File: config.mk
export PLATFORM = sky130hd
export DESIGN_NAME = multicycle_control
export DESIGN_NICKNAME = d
export VERILOG_FILES = /design/src/rtl/multicycle_pkg.sv /design/src/rtl/multicycle_control_opdec.sv /design/src/rtl/multicycle_control.sv
export SDC_FILE = /design/constraint.sdc
export NUM_CORES = 1
export LEC_CHECK = 0
export ABC_CLOCK_PERIOD_IN_PS = 2600
export CAP_MARGIN = 20
export CORE_MARGIN = 5
export CORE_UTILIZATION = 46
export DETAILED_ROUTE_END_ITERATION = 6
export GPL_TIMING_DRIVEN = 0
export PLACE_DENSITY = 0.87
export SLEW_MARGIN = 20
export SYNTH_ARGS = -nofsm -noshare
export SYNTH_HDL_FRONTEND = slang
export SYNTH_SLANG_ARGS = --single-unit
File: constraint.sdc
create_clock -name clk -period 2.6 [get_ports clk]
set_input_delay 0.26 -clock clk [delete_from_list [all_inputs] [get_ports clk]]
set_output_delay 0.26 -clock clk [all_outputs]
set_load 0.005 [all_outputs]
File: src/rtl/multicycle_pkg.sv
// Shared encodings for the multicycle RV32I-subset control FSM:
// opcodes, state encodings, ALU control constants and per-state output decode.
package multicycle_pkg;

   localparam logic [6:0] LOAD  = 7'b0000011;
   localparam logic [6:0] STORE = 7'b0100011;
   localparam logic [6:0] RTYPE = 7'b0110011;
   localparam logic [6:0] ITYPE = 7'b0010011;
   localparam logic [6:0] BEQ   = 7'b1100011;

   localparam logic [1:0] ALU_ADD   = 2'b00;
   localparam logic [1:0] ALU_SUB   = 2'b01;
   localparam logic [1:0] ALU_FUNCT = 2'b10;

   localparam logic [1:0] SRCB_RS2  = 2'b00;
   localparam logic [1:0] SRCB_FOUR = 2'b01;
   localparam logic [1:0] SRCB_IMM  = 2'b10;

   typedef enum logic [3:0] {
      FETCH    = 4'd0,
      DECODE   = 4'd1,
      MEM_ADDR = 4'd2,
      MEM_ACC  = 4'd3,
      LOAD_WB  = 4'd4,
      EXEC_R   = 4'd5,
      EXEC_I   = 4'd6,
      ALU_WB   = 4'd7,
      BRANCH   = 4'd8,
      TRAP     = 4'd9
   } state_t;

   // Registered per-state controls; in_fetch/in_branch feed the two
   // outputs that are qualified by live inputs (mem_ready, zero).
   typedef struct packed {
      logic       mem_req;
      logic       mem_wr;
      logic       i_or_d;
      logic       reg_wr;
      logic       mem_to_reg;
      logic       alu_src_a;
      logic [1:0] alu_src_b;
      logic [1:0] alu_op;
      logic       illegal;
      logic       in_fetch;
      logic       in_branch;
   } ctrl_t;

   function automatic ctrl_t ctrl_decode(state_t s, logic store);
      ctrl_t c;
      c = '0;
      case (s)
         FETCH: begin
            c.mem_req   = 1'b1;
            c.alu_src_b = SRCB_FOUR;
            c.alu_op    = ALU_ADD;
            c.in_fetch  = 1'b1;
         end
         DECODE: c.alu_src_b = SRCB_IMM;
         MEM_ADDR: begin
            c.alu_src_a = 1'b1;
            c.alu_src_b = SRCB_IMM;
         end
         MEM_ACC: begin
            c.mem_req = 1'b1;
            c.i_or_d  = 1'b1;
            c.mem_wr  = store;
         end
         LOAD_WB: begin
            c.reg_wr     = 1'b1;
            c.mem_to_reg = 1'b1;
         end
         EXEC_R: begin
            c.alu_src_a = 1'b1;
            c.alu_src_b = SRCB_RS2;
            c.alu_op    = ALU_FUNCT;
         end
         EXEC_I: begin
            c.alu_src_a = 1'b1;
            c.alu_src_b = SRCB_IMM;
            c.alu_op    = ALU_FUNCT;
         end
         ALU_WB: c.reg_wr = 1'b1;
         BRANCH: begin
            c.alu_src_a = 1'b1;
            c.alu_src_b = SRCB_RS2;
            c.alu_op    = ALU_SUB;
            c.in_branch = 1'b1;
         end
         TRAP: c.illegal = 1'b1;
         default: ;
      endcase
      return c;
   endfunction

endpackage

File: src/rtl/multicycle_control_opdec.sv
// Combinational opcode classifier for the multicycle control FSM.
module mc_opdec
   import multicycle_pkg::*;
(
   input  logic [6:0] opcode_i,
   output logic       is_mem,
   output logic       is_store,
   output logic       is_r,
   output logic       is_i,
   output logic       is_br,
   output logic       is_bad
);

   // Classify the IR opcode; anything unrecognised is trapped.
   always_comb begin
      is_store = (opcode_i == STORE);
      is_mem   = (opcode_i == LOAD) || is_store;
      is_r     = (opcode_i == RTYPE);
      is_i     = (opcode_i == ITYPE);
      is_br    = (opcode_i == BEQ);
      is_bad   = !(is_mem || is_r || is_i || is_br);
   end

endmodule

File: src/rtl/multicycle_control.sv
// Moore control FSM for a multicycle RV32I-subset datapath with one shared
// memory port. Optional perf counters under MULTICYCLE_CONTROL_PERF_EN.
module multicycle_control
   import multicycle_pkg::*;
#(
   parameter int OPC_W = 7,
   parameter int ST_W  = 4
) (
   input  logic             clk,
   input  logic             rst,
   input  logic [OPC_W-1:0] opcode,
   input  logic             zero,
   input  logic             mem_ready,
   output logic             pc_wr,
   output logic             pc_src,
   output logic             ir_wr,
   output logic             mem_req,
   output logic             mem_wr,
   output logic             i_or_d,
   output logic             reg_wr,
   output logic             mem_to_reg,
   output logic             alu_src_a,
   output logic [1:0]       alu_src_b,
   output logic [1:0]       alu_op,
   output logic             illegal,
   output logic [ST_W-1:0]  state_o
`ifdef MULTICYCLE_CONTROL_PERF_EN
   ,
   output logic [31:0]      cycle_cnt,
   output logic [31:0]      instret_cnt
`endif
);

   state_t state_q, state_d;
   ctrl_t  ctrl_q, ctrl_d;
   logic   is_mem, is_store, is_r, is_i, is_br, is_bad;

   mc_opdec u_opdec (
      .opcode_i (opcode[6:0]),
      .is_mem   (is_mem),
      .is_store (is_store),
      .is_r     (is_r),
      .is_i     (is_i),
      .is_br    (is_br),
      .is_bad   (is_bad)
   );

   // Next-state logic; controls are precomputed for the next state so they
   // leave the flops cleanly at the start of each state.
   always_comb begin
      state_d = state_q;
      case (state_q)
         FETCH:    if (mem_ready) state_d = DECODE;
         DECODE: begin
            if (is_bad)      state_d = TRAP;
            else if (is_mem) state_d = MEM_ADDR;
            else if (is_r)   state_d = EXEC_R;
            else if (is_i)   state_d = EXEC_I;
            else if (is_br)  state_d = BRANCH;
            else             state_d = TRAP;
         end
         MEM_ADDR: state_d = MEM_ACC;
         MEM_ACC:  if (mem_ready) state_d = is_store ? FETCH : LOAD_WB;
         LOAD_WB:  state_d = FETCH;
         EXEC_R:   state_d = ALU_WB;
         EXEC_I:   state_d = ALU_WB;
         ALU_WB:   state_d = FETCH;
         BRANCH:   state_d = FETCH;
         TRAP:     state_d = TRAP;
         default:  state_d = FETCH;
      endcase
      ctrl_d = ctrl_decode(state_d, is_store);
   end

   // State and registered controls; reset lands in FETCH with its controls.
   always_ff @(posedge clk or posedge rst) begin
      if (rst) begin
         state_q <= FETCH;
         ctrl_q  <= ctrl_decode(FETCH, 1'b0);
      end else begin
         state_q <= state_d;
         ctrl_q  <= ctrl_d;
      end
   end

   // Everything is forced low while reset is held; only the FETCH load enables
   // and the BRANCH pc_wr look at live inputs.
   assign mem_req    = ctrl_q.mem_req    & ~rst;
   assign mem_wr     = ctrl_q.mem_wr     & ~rst;
   assign i_or_d     = ctrl_q.i_or_d     & ~rst;
   assign reg_wr     = ctrl_q.reg_wr     & ~rst;
   assign mem_to_reg = ctrl_q.mem_to_reg & ~rst;
   assign alu_src_a  = ctrl_q.alu_src_a  & ~rst;
   assign alu_src_b  = ctrl_q.alu_src_b  & {2{~rst}};
   assign alu_op     = ctrl_q.alu_op     & {2{~rst}};
   assign illegal    = ctrl_q.illegal    & ~rst;
   assign ir_wr      = ctrl_q.in_fetch & mem_ready & ~rst;
   assign pc_src     = ctrl_q.in_branch & ~rst;
   assign pc_wr      = ((ctrl_q.in_fetch & mem_ready) | (ctrl_q.in_branch & zero)) & ~rst;
   assign state_o    = ST_W'(state_q);

`ifdef MULTICYCLE_CONTROL_PERF_EN
   logic [31:0] cycle_cnt_q, cycle_cnt_d;
   logic [31:0] instret_cnt_q, instret_cnt_d;
   logic        retire;

   // An instruction retires when a completing state hands back to FETCH.
   always_comb begin
      retire = (state_d == FETCH) &&
               ((state_q == LOAD_WB) || (state_q == ALU_WB) ||
                (state_q == BRANCH)  || (state_q == MEM_ACC));
      cycle_cnt_d   = cycle_cnt_q + 32'd1;
      instret_cnt_d = instret_cnt_q + (retire ? 32'd1 : 32'd0);
   end

   // Free-running perf counters, wrapping naturally.
   always_ff @(posedge clk or posedge rst) begin
      if (rst) begin
         cycle_cnt_q   <= '0;
         instret_cnt_q <= '0;
      end else begin
         cycle_cnt_q   <= cycle_cnt_d;
         instret_cnt_q <= instret_cnt_d;
      end
   end

   assign cycle_cnt   = cycle_cnt_q;
   assign instret_cnt = instret_cnt_q;
`endif

endmodule

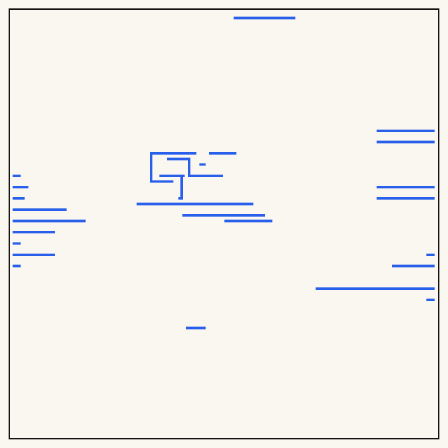
Figure 1: signal wires on met3.
The layer holds 8.3% of the routed length. The layer carries 143 um of wire. 25 nets have wire on it.
routed wire length: 1720 um
overall via count from detail_route: 682
met3 layer usage reported by global route: 0.01433

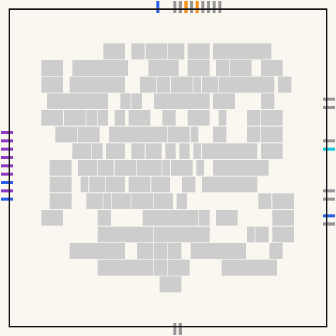
Figure 2: ports around the boundary.
Pins as bars across the die edge, other pins in gray.
Blue marks state_o, pins 4, direction output, edge 2 west, 1 east, 1 north. Orange marks alu_src_b, pins 2, direction output, edge north. Cyan marks alu_src_a, pins 1, direction output, edge east. Purple marks opcode, pins 7, direction input, edge west.
Chip Height: 51.63 um
tally of buffers added on design ports: 28
width of the die: 51.63 um

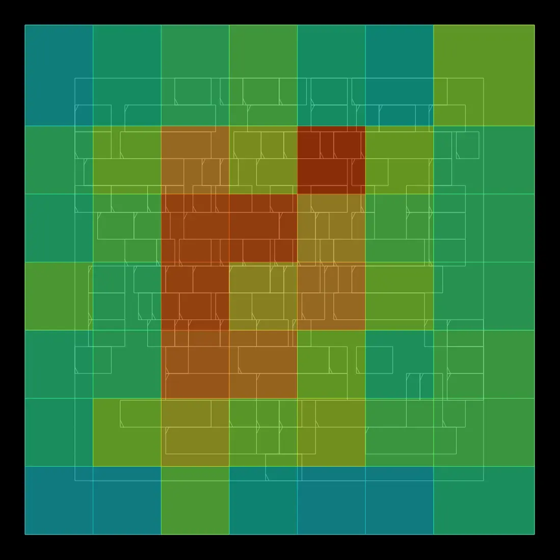
Figure 3: routing congestion map.
GR Layer Usage met2: 0.2542
busiest metal layer after global routing: met2
Tot GR Track Use: 0.1491
share of the core filled with cells: 0.6719
DR WL/cell: 14.10 um

==> run_summary.xml <==
<?xml version="1.0" encoding="UTF-8"?>
<metrics>
  <group name="floorplan">
    <metric name="taps" unit="">17</metric>
    <metric name="std_cell_core_area" unit="um2">1689</metric>
    <metric name="io-pin-count" unit="">29</metric>
    <metric name="floorplan.rows" unit="">15</metric>
  </group>
  <group name="placement">
    <metric name="gp_congestion" unit="">0.8096</metric>
    <metric name="dp.cells" unit="">118</metric>
  </group>
  <group name="final_layout">
    <metric name="nNonClkBuffers" unit="">31</metric>
    <metric name="mi_logic_area" unit="um2">369.1</metric>
    <metric name="n_all_inverters" unit="">3</metric>
    <metric name="mostFrequentLayoutCell" unit="">clkdlybuf4s50_1</metric>
    <metric name="final-clk-cell-share" unit="">0.03197</metric>
    <metric name="drive_above_1_share" unit="">0.1238</metric>
  </group>
  <group name="synthesis">
    <metric name="compound_area_frac" unit="">0.09262</metric>
    <metric name="ys_sh_mux" unit="">0</metric>
    <metric name="synth_top_area_share" unit="">0.4396</metric>
    <metric name="yosys_warnings" unit="">0</metric>
    <metric name="netlist.top_cell.by_area" unit="">dfrtp_1</metric>
    <metric name="synth_sequential_area_ratio" unit="">0.5055</metric>
    <metric name="synth_area_per_cell" unit="um2">10.92</metric>
  </group>
  <group name="final_timing">
    <metric name="unrepaired_setup_endpoints_after_global_routing" unit="">no</metric>
    <metric name="final_number_of_setup_violating_endpoints" unit="">0</metric>
  </group>
  <group name="global_routing">
    <metric name="antenna_found_initial" unit="">0</metric>
    <metric name="grt_start_max_net_pins" unit="">17</metric>
    <metric name="grt_pass1_vias" unit="">649</metric>
    <metric name="gr_util_met1" unit="">0.1851</metric>
  </group>
  <group name="hold_path">
    <metric name="hold_path.class" unit="">input pin to register</metric>
  </group>
  <group name="setup_path">
    <metric name="worst_setup_slack_for_register_to_register_paths" unit="ns">1.03</metric>
    <metric name="terminus_of_the_critical_flop_to_flop_path" unit="">ctrl_q[2]</metric>
    <metric name="crit_arrival" unit="ns">1.71</metric>
  </group>
  <group name="drt">
    <metric name="m1WireLength" unit="um">682</metric>
    <metric name="wl_met3" unit="um">142</metric>
    <metric name="drt-vias-per-instance" unit="">5.590</metric>
    <metric name="drt_pass1_iterations" unit="">4</metric>
  </group>
  <group name="job">
    <metric name="log_warnings" unit="">26</metric>
    <metric name="maxCapViolations" unit="">0</metric>
  </group>
  <group name="clock_tree">
    <metric name="cts-htree-levels" unit="">1</metric>
    <metric name="cts_tree" unit="">built</metric>
    <metric name="cts.hold.buffers_added" unit="">0</metric>
  </group>
  <group name="pwr">
    <metric name="top_power_group" unit="">registers</metric>
    <metric name="power.combinational.fraction" unit="">0.349</metric>
  </group>
  <group name="run_status">
    <metric name="status" unit="">complete, no violations</metric>
  </group>
</metrics>
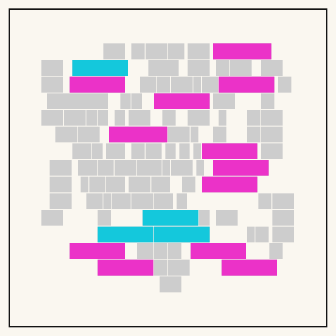
Figure 4: where the registers sit.
Other cells in gray.
Cyan marks state_o, sequential cells 4. Magenta marks ctrl_q, sequential cells 12.
register fraction of the total cell area: 0.3550
sequential cell power: 339 uW
storage element area: 402.9 um2

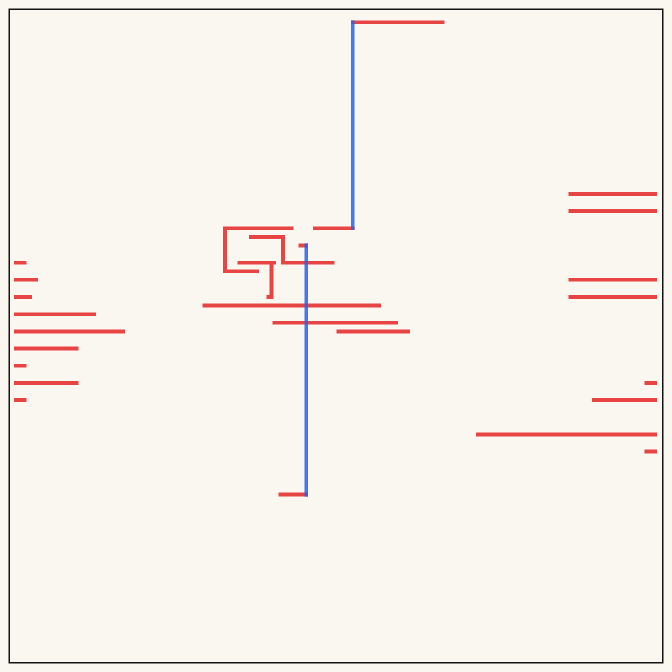
Figure 5: metal layers overlaid.
Two of the layers only.
Red marks metal 3, wire length 143 um. Blue marks metal 4, wire length 36.0 um.

## synthesized netlist by cell type
library cell / count
inv_1: 3
nor2_1: 2
or4b_1: 1
and2_1: 3
nand4bb_4: 1
nand2b_1: 1
o211a_1: 1
nor2b_1: 12
or3b_1: 2
and3b_1: 1
nor4bb_1: 1
nor3_2: 2
xor2_1: 1
o21ai_1: 1
dfstp_2: 2
and2b_1: 1
nand3_1: 1
or2_1: 1
nor3b_1: 2
o21ai_0: 2
a311o_1: 1
o21bai_2: 1
and3_2: 1
buf_2: 2
a21o_1: 1
dfrtp_1: 14
a21oi_1: 1
a31o_1: 1
nand2_1: 3
nor4b_1: 2
nor3_1: 3
clkbuf_1: 1
a31oi_1: 1
## state kept, by name (all words and copies together), names as in the netlist
name and count:
state_o 4, ctrl_q 12
Power is estimated from default activity; no workload was simulated.
